File: config.mk
export PLATFORM = sky130hd
export DESIGN_NAME = cube_scan_sequencer
export DESIGN_NICKNAME = d
export VERILOG_FILES = /design/src/rtl/cube_scan_sequencer.sv
export SDC_FILE = /design/constraint.sdc
export NUM_CORES = 1
export LEC_CHECK = 0
export CORE_UTILIZATION = 56
export DETAILED_ROUTE_END_ITERATION = 10
export PLACE_DENSITY = 0.84
export SYNTH_ARGS = -nofsm -noshare
export SYNTH_HDL_FRONTEND = slang
export SYNTH_SLANG_ARGS = --single-unit
File: constraint.sdc
create_clock -name clk -period 4.3 [get_ports clk]
set_clock_uncertainty 0.05 [all_clocks]
set_input_delay 0.43 -clock clk [delete_from_list [all_inputs] [get_ports clk]]
set_output_delay 0.43 -clock clk [all_outputs]
set_load 0.01 [all_outputs]
File: src/rtl/cube_scan_sequencer.sv
// ---------------------------------------------------------------------------
// cube_scan_sequencer
//
// Purpose: scans an 8x8x8 LED cube one layer at a time. For each layer it
// blanks the layer drivers, reads the eight row bytes of that layer from a
// frame buffer, latches each byte into its row register, and then lights the
// layer with a brightness-controlled PWM on-time. After layer 7 the scan wraps
// to layer 0 and frame_done pulses.
//
// Parameters:
//   LATCH_CYC  - cycles each row latch enable is held high (>= 1)
//   BLANK_CYC  - all-layers-off cycles before each layer load (>= 1)
//   LAYER_HOLD - layer PWM period in cycles (multiple of 16, >= 16)
//
// Ports:
//   clk        in   system clock, rising edge
//   rst_n      in   synchronous active-low reset
//   enable     in   scanning runs while high; low forces IDLE next edge
//   brightness in   [3:0] layer on-time select, sampled on layer-on entry
//   fb_rd      out  one-cycle frame-buffer read strobe
//   fb_addr    out  [5:0] frame-buffer address {layer, row}
//   fb_data    in   [7:0] read data, valid the cycle after fb_rd
//   Layers     out  [7:0] one-hot layer enable or zero
//   Latches    out  [7:0] one-hot row latch enable or zero
//   Data       out  [7:0] row data bus
//   frame_done out  one-cycle pulse on the first BLANK after layer 7
//   busy       out  high whenever the sequencer is not idle
//
// Every output is a flop. The next-state logic computes the next state and
// counters, and the output flops are loaded from decodes of those next
// values, so each output lines up with the state it belongs to.
// ---------------------------------------------------------------------------
module cube_scan_sequencer #(
  parameter int LATCH_CYC  = 2,
  parameter int BLANK_CYC  = 2,
  parameter int LAYER_HOLD = 64
) (
  input  logic       clk,
  input  logic       rst_n,
  input  logic       enable,
  input  logic [3:0] brightness,
  output logic       fb_rd,
  output logic [5:0] fb_addr,
  input  logic [7:0] fb_data,
  output logic [7:0] Layers,
  output logic [7:0] Latches,
  output logic [7:0] Data,
  output logic       frame_done,
  output logic       busy
);

  localparam logic [2:0] S_IDLE      = 3'd0;
  localparam logic [2:0] S_BLANK     = 3'd1;
  localparam logic [2:0] S_LOAD_REQ  = 3'd2;
  localparam logic [2:0] S_LOAD_WAIT = 3'd3;
  localparam logic [2:0] S_LATCH     = 3'd4;
  localparam logic [2:0] S_HOLD      = 3'd5;
  localparam logic [2:0] S_LAYER_ON  = 3'd6;

  // One shared cycle counter serves BLANK, LATCH and LAYER_ON; it must hold
  // the largest of the three durations. LAYER_HOLD itself must also fit,
  // since the on-time can equal the full period.
  localparam int MAXC_BL = (BLANK_CYC > LATCH_CYC) ? BLANK_CYC : LATCH_CYC;
  localparam int MAXC    = (LAYER_HOLD > MAXC_BL) ? LAYER_HOLD : MAXC_BL;
  localparam int CNT_W   = $clog2(MAXC + 1);

  logic [2:0]       r_state;
  logic [CNT_W-1:0] r_cnt;
  logic [2:0]       r_layer;
  logic [2:0]       r_row;
  logic [CNT_W-1:0] r_on;

  logic             r_fb_rd;
  logic [5:0]       r_fb_addr;
  logic [7:0]       r_layers;
  logic [7:0]       r_latches;
  logic [7:0]       r_data;
  logic             r_frame_done;
  logic             r_busy;

  logic [2:0]       w_state_nx;
  logic [CNT_W-1:0] w_cnt_nx;
  logic [2:0]       w_layer_nx;
  logic [2:0]       w_row_nx;
  logic [CNT_W-1:0] w_on_nx;
  logic [CNT_W-1:0] w_on_calc;
  logic             w_load_data;
  logic             w_frame_nx;
  logic [5:0]       w_addr_nx;
  logic [7:0]       w_layers_nx;
  logic [7:0]       w_latches_nx;

  // on_cycles = (brightness + 1) * (LAYER_HOLD / 16); never exceeds LAYER_HOLD
  assign w_on_calc = CNT_W'((32'(brightness) + 32'd1) * 32'(LAYER_HOLD / 16));

  always_comb begin
    w_state_nx  = r_state;
    w_cnt_nx    = r_cnt;
    w_layer_nx  = r_layer;
    w_row_nx    = r_row;
    w_on_nx     = r_on;
    w_load_data = 1'b0;
    w_frame_nx  = 1'b0;
    case (r_state)
      // Disable is handled in the register block, so reaching here means
      // enable is high and a fresh scan starts.
      S_IDLE: begin
        w_state_nx = S_BLANK;
        w_cnt_nx   = '0;
        w_layer_nx = 3'd0;
        w_row_nx   = 3'd0;
      end
      S_BLANK: begin
        if (r_cnt == CNT_W'(BLANK_CYC - 1)) begin
          w_state_nx = S_LOAD_REQ;
          w_cnt_nx   = '0;
        end else begin
          w_cnt_nx = r_cnt + CNT_W'(1);
        end
      end
      S_LOAD_REQ: begin
        w_state_nx = S_LOAD_WAIT;
      end
      S_LOAD_WAIT: begin
        // fb_data is valid during this cycle and is captured at its end
        w_load_data = 1'b1;
        w_state_nx  = S_LATCH;
        w_cnt_nx    = '0;
      end
      S_LATCH: begin
        if (r_cnt == CNT_W'(LATCH_CYC - 1)) begin
          w_state_nx = S_HOLD;
          w_cnt_nx   = '0;
        end else begin
          w_cnt_nx = r_cnt + CNT_W'(1);
        end
      end
      S_HOLD: begin
        if (r_row == 3'd7) begin
          w_state_nx = S_LAYER_ON;
          w_row_nx   = 3'd0;
          w_cnt_nx   = '0;
          // brightness is captured only here so mid-layer changes wait
          w_on_nx    = w_on_calc;
        end else begin
          w_state_nx = S_LOAD_REQ;
          w_row_nx   = r_row + 3'd1;
        end
      end
      S_LAYER_ON: begin
        if (r_cnt == CNT_W'(LAYER_HOLD - 1)) begin
          w_state_nx = S_BLANK;
          w_cnt_nx   = '0;
          w_layer_nx = r_layer + 3'd1;
          w_frame_nx = (r_layer == 3'd7);
        end else begin
          w_cnt_nx = r_cnt + CNT_W'(1);
        end
      end
      default: begin
        w_state_nx = S_IDLE;
        w_cnt_nx   = '0;
        w_layer_nx = 3'd0;
        w_row_nx   = 3'd0;
      end
    endcase
  end

  // Output decodes from the next-state values; Latches and Layers come from
  // different states, so they can never be nonzero together.
  always_comb begin
    w_layers_nx  = 8'h00;
    w_latches_nx = 8'h00;
    w_addr_nx    = r_fb_addr;
    if (w_state_nx == S_LAYER_ON && w_cnt_nx < w_on_nx) begin
      w_layers_nx = 8'h01 << w_layer_nx;
    end
    if (w_state_nx == S_LATCH) begin
      w_latches_nx = 8'h01 << w_row_nx;
    end
    if (w_state_nx == S_LOAD_REQ) begin
      w_addr_nx = {w_layer_nx, w_row_nx};
    end
  end

  always_ff @(posedge clk) begin
    // Reset wins over enable; a dropped enable clears everything the same way,
    // which also discards any read that was in flight.
    if (!rst_n || !enable) begin
      r_state      <= S_IDLE;
      r_cnt        <= '0;
      r_layer      <= 3'd0;
      r_row        <= 3'd0;
      r_on         <= '0;
      r_fb_rd      <= 1'b0;
      r_fb_addr    <= 6'd0;
      r_layers     <= 8'h00;
      r_latches    <= 8'h00;
      r_data       <= 8'h00;
      r_frame_done <= 1'b0;
      r_busy       <= 1'b0;
    end else begin
      r_state      <= w_state_nx;
      r_cnt        <= w_cnt_nx;
      r_layer      <= w_layer_nx;
      r_row        <= w_row_nx;
      r_on         <= w_on_nx;
      r_fb_rd      <= (w_state_nx == S_LOAD_REQ);
      r_fb_addr    <= w_addr_nx;
      r_layers     <= w_layers_nx;
      r_latches    <= w_latches_nx;
      r_frame_done <= w_frame_nx;
      r_busy       <= (w_state_nx != S_IDLE);
      if (w_load_data) begin
        r_data <= fb_data;
      end
    end
  end

  assign fb_rd      = r_fb_rd;
  assign fb_addr    = r_fb_addr;
  assign Layers     = r_layers;
  assign Latches    = r_latches;
  assign Data       = r_data;
  assign frame_done = r_frame_done;
  assign busy       = r_busy;

endmodule

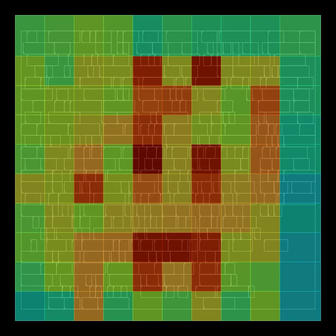
Run 1: track usage over the die
GRT Util Overall: 24.7%
met1 Usage GRT: 32.5%
most used routing layer: met2

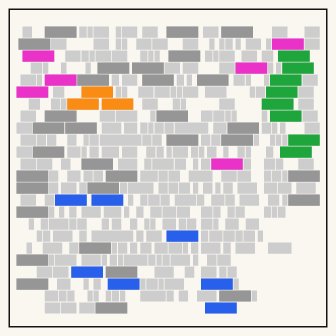
Run 1: register map, names as in the netlist
Orange is r_layer, placed flops 3. Green is Latches, placed flops 8. Blue is r_cnt, placed flops 7. Magenta is fb_addr, placed flops 6.
Another 32 sequential cells are not colored.
Layout Utilization: 73.0%
Storage cell area: 1120 µm²
sequential logic power: 0.000524 W

==> results.cfg, run 1 <==
; generated from flow reports
[yosys]
yosys.area.top_type = dfxtp_1
synthCells = 305
postSynthSeqShare_pct = 41.2
ys_sh_simple_pct = 27.2
yosys_most_used_dff = dfxtp_1

[route]
avgViaCountPerCell = 5.78

[finish]
nonClockBufferCount = 49
antenna_cells = 0
fin_nets = 377
fin_area_um2 = 3290
synthToLayoutAreaGrowth_pct = 20.9
logic_gates = 232
inv_count = 4
bufAreaShareNonClock_pct = 14.8
comb_share_pct = 46.1

[final_timing]
worstMarginPinSlew_ns = 0.831
rsz0062_at_grt = false
timing.fmax_mhz = 305
hold_violations = 0

[power]
p_leak_nw = 1.21
clockPowerShare_pct = 33.9
pg_clk_w = 0.000288
irDropWorstVdd_mv = 0.262

[cts]
numCtsBuffers = 5
tritoncts = yes
cts_resized = 0
post-cts-setup-buffers = 0

[setup_path]
critPathMaxStageDelay_ns = 0.88
crit_path_end_kind = register
critPathKind = reg2reg

[outcome]
status = finished, final reports clean

[place]
gp_congestion = 0.950
dpl_cell_area_um2 = 3200

[die]
die_area_um2 = 5140
taps = 52

[grt]
antenna_found_initial = 0
overflow = 0

[job]
drv_cap = 0
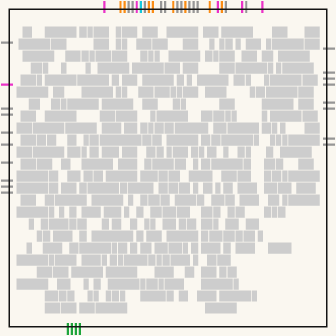
Run 1: pin map
Pins as bars across the die edge, other pins in gray.
Orange is fb_data, pins 8, direction input, edge top. Green is brightness, pins 4, direction input, edge bottom. Cyan is enable, pins 1, direction input, edge top. Magenta is fb_addr, pins 6, direction output, edge 5 top, 1 left.

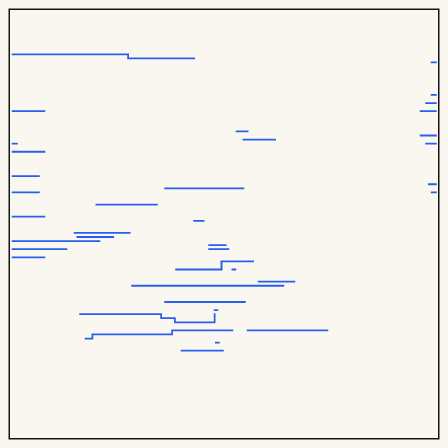
Run 1: met3 routing
The layer holds 4.7% of the routed length. The layer carries 281 µm of wire. The wires run mostly horizontal. The longest straight run is 25.3 µm.
Vias: 2316
M3 GR Usage: 5.91%
DRT Wirelength: 6.03 mm

==> run 1: synth_stat cells, drive strengths merged, types with 3 or more instances <==
library cell	instances
clkbuf	4
nor2	41
nor2b	10
a31oi	4
o21bai	4
inv	4
buf	9
nor4	9
o21ai	13
or3	3
a21oi	25
nand4b	3
nor3	5
nand2b	10
nand3	10
nand4	3
nand2	32
ha	14
and2	4
dfxtp	56
a211oi	6
==> run 1: final timing paths <==
check | cells past startpoint | end | slack (ns) | start
worst max-delay path | 11 | Layers[0]$_SDFF_PP0_ | 1.02 | r_state[0]$_SDFF_PP0_
worst min-delay path | 2 | Data[3]$_SDFFE_PP0P_ | 0.41 | Data[3]$_SDFFE_PP0P_
worst max register to register | 11 | Layers[0]$_SDFF_PP0_ | 1.02 | r_state[0]$_SDFF_PP0_
worst min register to register | 2 | Data[3]$_SDFFE_PP0P_ | 0.41 | Data[3]$_SDFFE_PP0P_
==> run 1: cell usage in the layout, fill, tap and decap left out, types with 2 or more instances in the layout <==
master           count
nand4b_1             2
nor3_1               3
o31ai_1              2
inv_1                3
or3_1                3
nor4_1               8
o21a_1               2
nand3_2              2
o21ai_1              5
mux2i_1              2
a311oi_1             2
and2_1               3
xor2_1               2
nand2_1             32
clkbuf_8             5
clkdlybuf4s50_1     47
dfxtp_1             56
xnor2_1              2
o21bai_1             3
buf_4                2
nor2b_1             10
ha_1                14
nand2b_1            10
a22o_1               2
nand3_1              8
nand4_1              3
a21oi_1             24
nor2_1              41
a211oi_1             6
a31oi_1              3
o21ai_0              8
==> run 1: metrics by stage <==
stage / total power (W) / setup WS [ns]
after floorplan: 0.000554 / 1.50
after global placement: 0.000573 / 1.27
after detailed placement: 0.000574 / 1.13
after CTS: 0.000855 / 1.06
after global routing: 0.000879 / 0.756
final: 0.000851 / 1.02
Run 1, routed metal, one color a layer:
Only two layers are drawn.
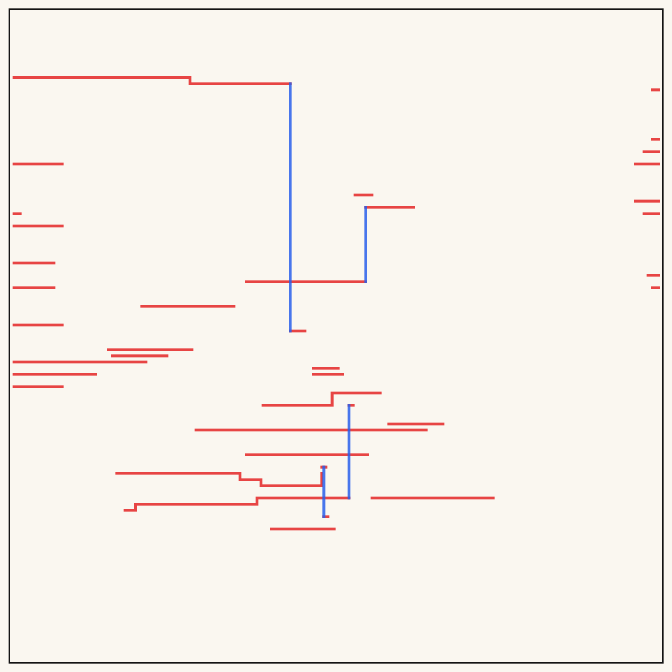

==> run 2, diff against run 1 <==
--- a/config.mk
+++ b/config.mk
@@ -5,9 +5,9 @@
 export SDC_FILE = /design/constraint.sdc
 export NUM_CORES = 1
 export LEC_CHECK = 0
-export CORE_UTILIZATION = 56
+export CORE_UTILIZATION = 47
 export DETAILED_ROUTE_END_ITERATION = 10
-export PLACE_DENSITY = 0.84
+export PLACE_DENSITY = 0.75
 export SYNTH_ARGS = -nofsm -noshare
 export SYNTH_HDL_FRONTEND = slang
 export SYNTH_SLANG_ARGS = --single-unit
==> constraint.sdc (replaced) <==
create_clock -name clk -period 2.7 [get_ports clk]
set_clock_uncertainty 0.05 [all_clocks]
set_input_delay 0.27 -clock clk [delete_from_list [all_inputs] [get_ports clk]]
set_output_delay 0.27 -clock clk [all_outputs]
set_load 0.01 [all_outputs]
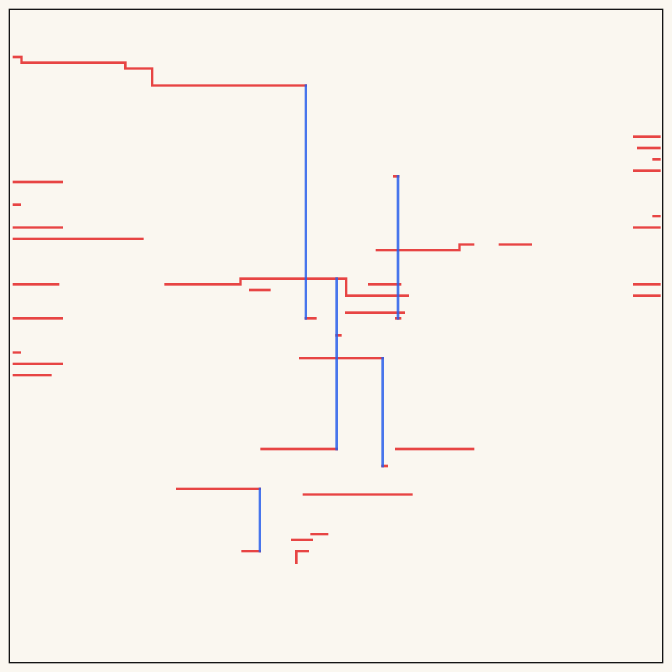
Run 2: routed metal, one color a layer
Only two layers are drawn.
Blue is metal 4, wire length 85.7 µm. Red is metal 3, wire length 229 µm.
DRT Wirelength: 6.32 mm
Vias: 2465
Routed WL per cell: 14.0 µm

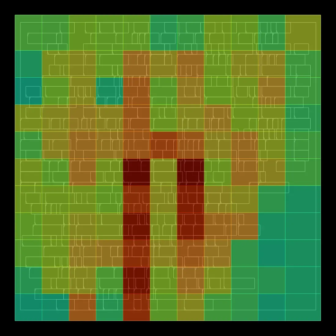
Run 2: track usage over the die
met1 Usage GRT: 27.6%
GRT Util Overall: 21.5%
M3 GR Usage: 4.53%
M2 GR Usage: 35.5%
Layout Utilization: 68.2%

==> run 2 against run 1 <==
  * Sequential power grew 58%
  * Worst setup slack lost 1.2 ns
  * Sequential cell count is the same
  * Critical path depth grew 2
  * Count of clock-buffer cells in the layout shrank 1
  * The run now ends with negative setup slack left
  * Register-to-register slack lost 1.2 ns
  * Utilization shrank 4.8 points
  * Area after synthesis is the same
  * Synthesized cell count is the same
  * Cell area grew 15%
  * Global-route usage shrank 3.2 points
==> results.cfg, run 2 <==
; generated from flow reports
[final_timing]
hold_violations = 0
fin_ws_ns = -0.151
timing.fmax_mhz = 351
finalSetupViolations = 8

[power]
p_leak_nw = 1.40
irDropWorstVdd_mv = 0.410
report.power.total_w = 0.00147
clockPowerShare_pct = 38.1

[finish]
synthToLayoutAreaGrowth_pct = 38.9
layout_top_cells = 49 x dfxtp_1, 47 x clkdlybuf4s50_1, 40 x nor2_1
fin_area_um2 = 3780
inv_count = 4
comb_share_pct = 44.3
seq_area_um2 = 1130
bufAreaShareNonClock_pct = 19.9
logic_gates = 232
lay_top_count = dfxtp_1

[setup_path]
crit_path_end_kind = register
cp-startpoint = r_cnt[1]$_SDFF_PP0_
reg2reg_from = r_cnt[1]$_SDFF_PP0_

[yosys]
yosys.area.top_type = dfxtp_1
yosys_most_used_dff = dfxtp_1
yosysMostFrequentCell = dfxtp_1
synthCells = 305
synthTopCellsByCount = 56 x dfxtp_1, 41 x nor2_1, 32 x nand2_1

[route]
avgViaCountPerCell = 5.48

[worst_hold_path]
hp-start = Data[6]$_SDFFE_PP0P_

[grt]
antenna_found_initial = 0
overflow = 0

[outcome]
failed_checks = negative setup slack
status = finished with violations

[place]
gp_congestion = 0.860
dpl_cell_area_um2 = 3440

[job]
drv_cap = 0

[die]
die_area_um2 = 6090

[cts]
tritoncts = yes
==> run 2: cell counts after synthesis <==
No cell type changed its count.
==> run 2: stage by stage <==
stage | setup TNS (ns) | cells | worst slack [ns] | util [%] | hold WS, ns
floorplan | 0 | 305 | 0.0308 | - | 0.356
global placement | -0.0987 | 436 | -0.0322 | 62.1 | 0.393
detailed placement | -0.695 | 436 | -0.128 | 62.1 | 0.400
CTS | -0.462 | 446 | -0.0914 | 65.7 | 0.414
global route | -2.05 | 450 | -0.305 | 68.2 | 0.449
finish | -0.956 | 450 | -0.151 | 68.2 | 0.413
==> run 2: final timing paths <==
path	to	cells past startpoint
worst max-delay path	Layers[2]$_SDFF_PP0_	13
worst min register to register	Data[6]$_SDFFE_PP0P_	2
worst min-delay path	Data[6]$_SDFFE_PP0P_	2
worst max register to register	Layers[2]$_SDFF_PP0_	13
==> run 2: worst max-delay path, stage by stage (launching register included) <==
cell and delay (ns):
dfxtp_2 0.34, inv_1 0.04, ha_2 0.16, nor2b_1 0.14, a211o_1 0.32, and2_4 0.17
or3_4 0.35, nand2_4 0.09, ha_4 0.20, a21oi_2 0.13, o21ai_2 0.07, a21oi_2 0.16
nand4_1 0.25, nor4_1 0.27
==> run 2: what timing repair did <==
action | in CTS | in global routing
buffers inserted | 2 | 4
endpoints found under the setup margin | 8 | 8
pin swaps | 10 | 14
gates resized | 16 | 23
==> run 2: cell families (layout without fill, tap and decap cells) <==
kind of cell / count (synthesis) / count (layout) / synth area share, %
AND/OR/NAND/NOR: 139 / 139 / 27.2
adder cells (fa/ha/maj): 14 / 14 / 6.44
flip-flops: 56 / 56 / 41.2
multiplexers: 3 / 3 / 1.15
AND-OR/OR-AND: 72 / 72 / 19.7
buffers and inverters: 17 / 90 / 3.04
XOR/XNOR: 4 / 4 / 1.29
Run 2, pin map:
Pins as bars across the die edge, other pins in gray.
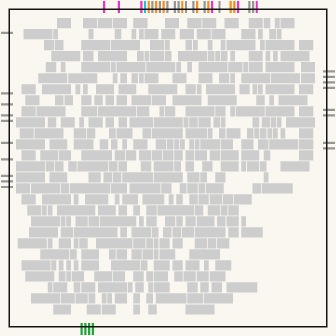

==> run 3, diff against run 2 <==
--- a/config.mk
+++ b/config.mk
@@ -8,6 +8,7 @@
 export CORE_UTILIZATION = 47
 export DETAILED_ROUTE_END_ITERATION = 10
 export PLACE_DENSITY = 0.75
+export SETUP_SLACK_MARGIN = 0.3
 export SYNTH_ARGS = -nofsm -noshare
 export SYNTH_HDL_FRONTEND = slang
 export SYNTH_SLANG_ARGS = --single-unit
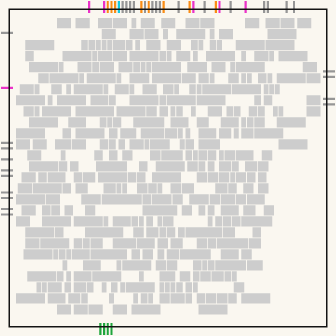
Run 3: pin map
Pins as bars across the die edge, other pins in gray.
Magenta is fb_addr, pins 6, direction output, edge 5 top, 1 left. Green is brightness, pins 4, direction input, edge bottom. Cyan is enable, pins 1, direction input, edge top. Orange is fb_data, pins 8, direction input, edge top.
All pins by edge: 29 top, 11 left, 4 right, 4 bottom.

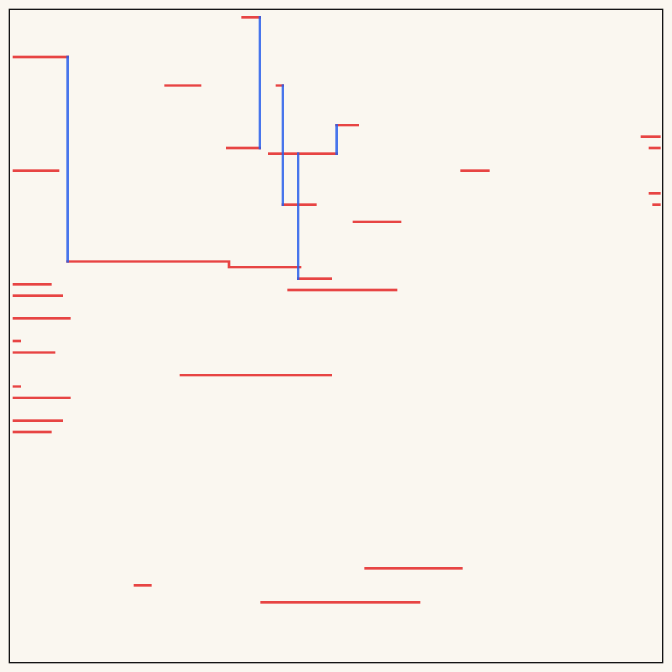
Run 3: routed metal, one color a layer
Only two layers are drawn.
Blue is metal 4, wire length 72.8 µm. Red is metal 3, wire length 186 µm.
Vias: 2426
Routed WL per cell: 14.4 µm

==> run 3 against run 2 <==
  * The flow still finishes with violations (negative setup slack)
  * First-iteration DRC count fell by 27%
  * Cell area fell by 4.8%
  * Combinational power decreased by 7.3%
  * Critical path type unchanged
  * Maximum frequency increased by 2.2%
  * Largest cell class unchanged
==> results.cfg, run 3 <==
; generated from flow reports
[outcome]
status = finished with violations
failed_checks = negative setup slack

[yosys]
yosys.area.top_type = dfxtp_1
fp_nets = 334
synthTopCellsByCount = 56 x dfxtp_1, 41 x nor2_1, 32 x nand2_1
yosys_most_used_dff = dfxtp_1
yosysMostFrequentCell = dfxtp_1
synthCells = 305

[finish]
synthToLayoutAreaGrowth_pct = 32.2
bufAreaShareNonClock_pct = 18.5
logic_gates = 232
comb_share_pct = 44.6
lay_top_count = dfxtp_1
inv_count = 4
layout_top_cells = 51 x dfxtp_1, 47 x clkdlybuf4s50_1, 40 x nor2_1

[final_timing]
timing.hold.ws_ns = 0.412
rsz0062_at_grt = true
fin_ws_ns = -0.0911
worstMarginPinSlew_ns = 0.585
finalSetupViolations = 8
hold_violations = 0
timing.fmax_mhz = 358

[setup_path]
critPathMaxStageDelay_ns = 0.54
cp_slowest_cell = or4_4
reg2reg_from = r_cnt[3]$_SDFF_PP0_
ff2ff_path_depth = 10
crit_path_end_kind = register
path_cells = or4_4, o31ai_4, o31ai_2, a21oi_2, a31oi_1, ha_1, o21a_1, o41ai_2, a221oi_4, nor4_1
rr_endpoint = Layers[7]$_SDFF_PP0_

[route]
drt-total-wl_mm = 6.39
avgViaCountPerCell = 5.45

[power]
p_leak_nw = 1.34
irDropWorstVdd_mv = 0.350

[grt]
antenna_found_initial = 0
overflow = 0
met3_usage_pct = 3.95
grt_use_met2_pct = 36.6
grt_util_met1_pct = 29.7
grtUsageTotal_pct = 22.2

[place]
gp_congestion = 0.860
post-place-ws_ns = -0.138

[cts]
post-cts-setup-buffers = 0
clk-insertion-delay-late_ns = 0.31
tritoncts = yes

[worst_hold_path]
min_path_cells = 2
hp-start = Data[5]$_SDFFE_PP0P_
hold_end = Data[5]$_SDFFE_PP0P_

[job]
drv_cap = 0

[die]
die_area_um2 = 6090
-- run 3: cell counts after synthesis --
Identical to the previous run, type by type.
-- run 3: how the worst max path moves through the flow --
stage,start,end,slack [ns],cells after the start
after global routing,r_cnt[3]$_SDFF_PP0_,Layers[5]$_SDFF_PP0_,-0.26,10
after floorplan,r_cnt[0]$_SDFF_PP0_,Layers[0]$_SDFF_PP0_,0.06,12
final,r_cnt[3]$_SDFF_PP0_,Layers[7]$_SDFF_PP0_,-0.09,10
after global placement,r_cnt[1]$_SDFF_PP0_,Layers[0]$_SDFF_PP0_,0.02,13
after detailed placement,r_cnt[3]$_SDFF_PP0_,Layers[6]$_SDFF_PP0_,-0.14,9
after CTS,r_cnt[3]$_SDFF_PP0_,Layers[7]$_SDFF_PP0_,-0.08,10
-- run 3: stage by stage --
stage | power, W | utilization, % | instances | TNS [ns] | area (µm²)
2_1_floorplan | 0.000883 | - | 305 | 0 | 2800
3_3_place_gp | 0.000921 | 63.0 | 437 | 0 | 3490
3_5_place_dp | 0.000921 | 63.0 | 437 | -0.618 | 3490
4_1_cts | 0.00137 | 64.7 | 445 | -0.580 | 3590
5_1_grt | 0.00142 | 64.9 | 445 | -1.91 | 3590
6_report | 0.00137 | 64.9 | 445 | -0.609 | 3590
-- run 3: cells by family after synthesis --
logic type                 synth area share, %
and+or+nand+nor                           27.2
AOI/OAI and AO/OA                         19.7
DFF                                       41.2
buffers and inverters                     3.04
adders and majority gates                 6.44
xor gates and xnor gates                  1.29
muxes                                     1.15
-- run 3: what timing repair did --
item	4_1_cts	5_1_grt
pin swaps	2	2
gates resized	2	4
endpoints found under the setup margin	8	8
hold buffers	0	0
-- run 3: worst max-delay path: cells and delay by family, from the launching register on --
family	cells	cell delay, ns
compound gates	7	1.24
fa+ha+maj	1	0.37
simple gates	2	0.64
flops	1	0.36
Power is estimated from default activity; no workload was simulated.
